Met1 routing:
Supply wires on this layer in grey.
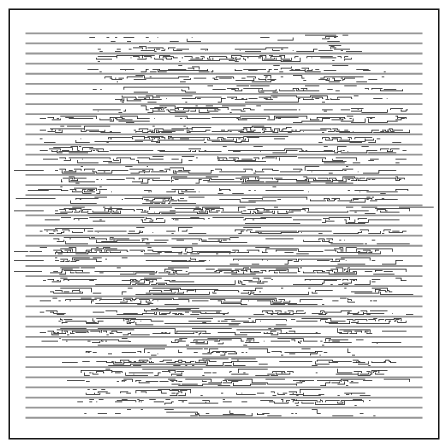
The metal 2 layer:
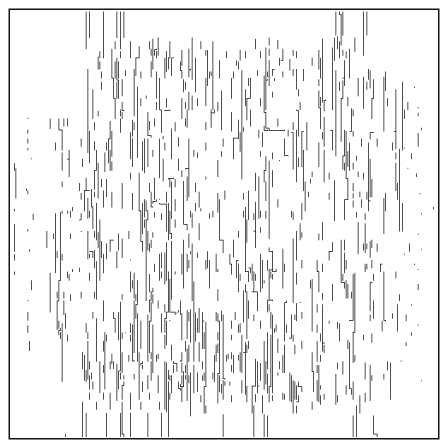
Met3 routing:
Scale bar: 20 um.
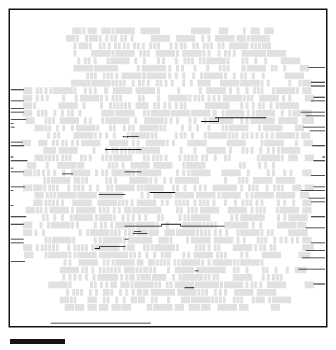
Logic cells by family:
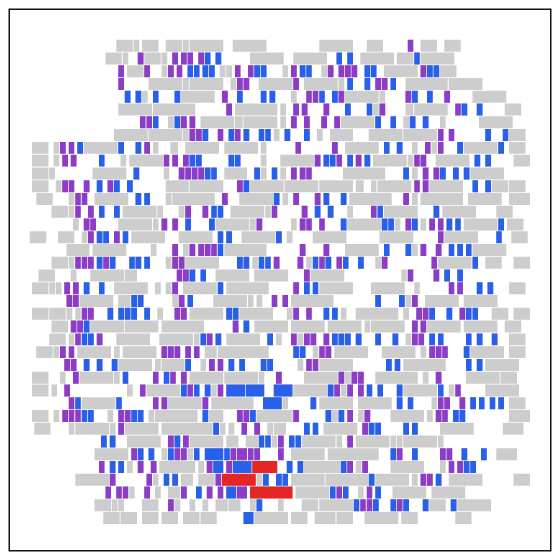
## config.mk

```make
export PLATFORM = sky130hd
export DESIGN_NAME = flopr_pipe
export DESIGN_NICKNAME = d
export VERILOG_FILES = /design/src/rtl/flopr_pipe.sv
export SDC_FILE = /design/constraint.sdc
export NUM_CORES = 1
export LEC_CHECK = 0
export ABC_AREA = 1
export CORE_MARGIN = 4
export CORE_UTILIZATION = 50
export DETAILED_ROUTE_END_ITERATION = 16
export PLACE_DENSITY = 0.76
export SLEW_MARGIN = 5
export SYNTH_ARGS = -nofsm -noshare
export SYNTH_HDL_FRONTEND = slang
export SYNTH_HIERARCHICAL = 1
export SYNTH_SLANG_ARGS = --single-unit
```

## constraint.sdc

```tcl
create_clock -name clk -period 1.55 [get_ports clk]
set_input_delay 0.155 -clock clk [delete_from_list [all_inputs] [get_ports clk]]
set_output_delay 0.155 -clock clk [all_outputs]
set_load 0.02 [all_outputs]
```

## src/rtl/flopr_pipe.sv

```systemverilog
// Parametrised pipeline delay register: DEPTH resettable N-bit stages with valid
// tags, common advance enable, synchronous flush and a registered valid count.

module flopr_stage #(
  parameter int N          = 32,
  parameter bit CLEAR_DATA = 1'b1
) (
  input  logic         clk,
  input  logic         reset,
  input  logic         en,
  input  logic         flush,
  input  logic [N-1:0] d,
  input  logic         d_valid,
  output logic [N-1:0] q,
  output logic         q_valid
);
  always_ff @(posedge clk) begin
    if (reset) begin
      q       <= '0;
      q_valid <= 1'b0;
    end else if (flush) begin
      q_valid <= 1'b0;
      if (CLEAR_DATA) q <= '0;
    end else if (en) begin
      q       <= d;
      q_valid <= d_valid;
    end
  end
endmodule

module flopr_pipe #(
  parameter int N          = 32,
  parameter int DEPTH      = 4,
  parameter bit CLEAR_DATA = 1'b1,
  localparam int CW        = $clog2(DEPTH + 1)
) (
  input  logic          clk,
  input  logic          reset,
  input  logic          en,
  input  logic          flush,
  input  logic [N-1:0]  d,
  input  logic          d_valid,
  output logic [N-1:0]  q,
  output logic          q_valid,
  output logic [CW-1:0] count
);
  // Index 0 is the input port; indices 1..DEPTH are the registered stages.
  logic [DEPTH:0][N-1:0] data_pipe;
  logic [DEPTH:0]        vld_pipe;
  logic [DEPTH-1:0]      vld_nxt;
  logic [CW-1:0]         cnt_nxt;

  assign data_pipe[0] = d;
  assign vld_pipe[0]  = d_valid;

  generate
    for (genvar i = 1; i <= DEPTH; i++) begin : g_stage
      flopr_stage #(.N(N), .CLEAR_DATA(CLEAR_DATA)) u_stage (
        .clk     (clk),
        .reset   (reset),
        .en      (en),
        .flush   (flush),
        .d       (data_pipe[i-1]),
        .d_valid (vld_pipe[i-1]),
        .q       (data_pipe[i]),
        .q_valid (vld_pipe[i])
      );
    end
  endgenerate

  // Count tracks the next-state valid vector so it lands on the same edge.
  always_comb begin
    vld_nxt = vld_pipe[DEPTH:1];
    if (reset || flush) vld_nxt = '0;
    else if (en)        vld_nxt = vld_pipe[DEPTH-1:0];
    cnt_nxt = '0;
    for (int i = 0; i < DEPTH; i++) cnt_nxt = cnt_nxt + CW'(vld_nxt[i]);
  end

  always_ff @(posedge clk) begin
    if (reset) count <= '0;
    else       count <= cnt_nxt;
  end

  assign q       = data_pipe[DEPTH];
  assign q_valid = vld_pipe[DEPTH];
endmodule

```

==> impl_metrics.tcl <==
# flow metrics
set metrics [dict create \
    outcome "finished, violations left" \
    violations "negative setup slack" \
    cp_top_family "adder cells" \
    setup_viol 1 \
    via_per_inst 4.068 \
    logic_area_um2 2190 \
    regArea_um2 2706 \
    common_cells "275 x nor2_1, 272 x nand2_1, 139 x inv_1" \
    crit_fanout 3 \
    power_per_cell_area_nw_per_um2 1203 \
    worstPathCellList "nor2_2 > nor2_4 > fa_1 > ha_2 > ha_4 > inv_2 > nor2_1" \
    clkbuf_count 24 \
    setup_ws_ns -0.06231 \
    row_count 38 \
    numCtsBuffers 17 \
    rsz0062_at_grt "true" \
    flops 135 \
    warnings 31 \
    ys_async_sr_fraction_pct 0 \
    bufAreaShareNonClock_pct 12.33 \
    io-pin-count 73 \
    clk_latency_ns 0.41 \
    ctsLongestPathBuffers 2 \
    yosys.stat.seqShare_pct 47.16 \
    numClockSinks 135 \
    topCellsByArea "dfxtp_1 47%, nor2_1 18%, nand2_1 18%" \
    fp_util_pct 51.95 \
    period_needed_ns 1.612 \
    fin_util_pct 64.14 \
    ant_nets 0 \
    die_width_um 115.1 \
    syn_area_per_cell_um2 6.587 \
    nWellTaps 140 \
    synth_top_area_share_pct 47.16 \
    slew_violations 0 \
    antenna_found_initial 0 \
    logic_gates 555 \
    grt-ovfl-total 0 \
    grt_use_met2_pct 22.99 \
    dr.pass1.iters 4 \
    cp-start-kind "flip-flop" \
    logic_family "simple AND/OR/NAND/NOR gates" \
    fill_cells 1042 \
    die_h_um 115.1 \
    edf_count 0 \
    cp.required_ns 1.85 \
    grt_pass1_wl_mm 16.96 \
]
## Picture notes: 'met1 routing'
main direction: horizontal
wire length on this layer: 5,440 um
nets with wire on the layer: 915

## Picture notes: 'the metal 2 layer'
main direction: vertical
wire length on this layer: 3,850 um
longest straight run: 29.2 um
total wire length after detailed routing: 9.761 mm
via count: 4,418

## Picture notes: 'met3 routing'
wire length on this layer: 378 um
main direction: horizontal
nets with wire on the layer: 52
share of all routed wire: 3.9%

## Picture notes: 'logic cells by family'
[purple] NAND gates | cells: 272 | most used: nand2_1 | where: spread over the die
[blue] NOR gates | cells: 280 | most used: nor2_1 | where: spread over the die
[red] adder and majority cells | cells: 3
fin cells: 1,086
Top cell excl fill/tap: nor2_1

-- report_power, final --
part	leakage, nW	internal [mW]	switching [mW]
Sequential	1.10	3.60	0.0625
Clock	0.304	2.69	1.36
Combinational	1.96	0.347	0.443
-- routing by layer --
layer	vias up	wire (um)	part of all wire [%]
met1	1751	5440	56
met4	0	91	0.93
met2	72	3852	39
met3	9	377	3.9
met5	-	0	0
li1	2586	-	-
-- flip-flops by register name, summed over array words and instances, names as in the netlist --
register,cells
g_stage.u_stage/q,128
count,3
g_stage.u_stage/q_valid,4
-- what timing repair did --
action                     CTS  global route
pin swaps                    3             5
hold buffers                 0             0
resized                      1            12
setup endpoints to repair    2             7
-- cells in the final DEF, fill, tap and decap left out, types with 2 or more instances in the layout --
| cell | n |
|---|---|
| buf_4 | 10 |
| inv_1 | 136 |
| nor2_2 | 3 |
| clkdlybuf4s50_1 | 66 |
| inv_2 | 3 |
| nor2_1 | 271 |
| buf_12 | 3 |
| dfxtp_2 | 3 |
| bufinv_16 | 3 |
| nand2_1 | 270 |
| clkbuf_1 | 3 |
| dfxtp_1 | 132 |
| nor2_4 | 6 |
| clkinv_2 | 4 |
| dlymetal6s2s_1 | 5 |
| clkbuf_8 | 5 |
| nand2_2 | 2 |
| clkbuf_16 | 17 |
-- final timing paths --
kind / slack, ns / start / cells past startpoint / endpoint
worst min register to register: 0.47 / g_stage[4].u_stage/q[5] / 2 / g_stage[4].u_stage/q[5]
worst min-delay path: 0.17 / en / 4 / g_stage[1].u_stage/q_valid
worst max-delay path: -0.06 / g_stage[4].u_stage/q_valid / 7 / count[1]
worst max register to register: -0.06 / g_stage[4].u_stage/q_valid / 7 / count[1]
Power and IR drop assume default switching activity.
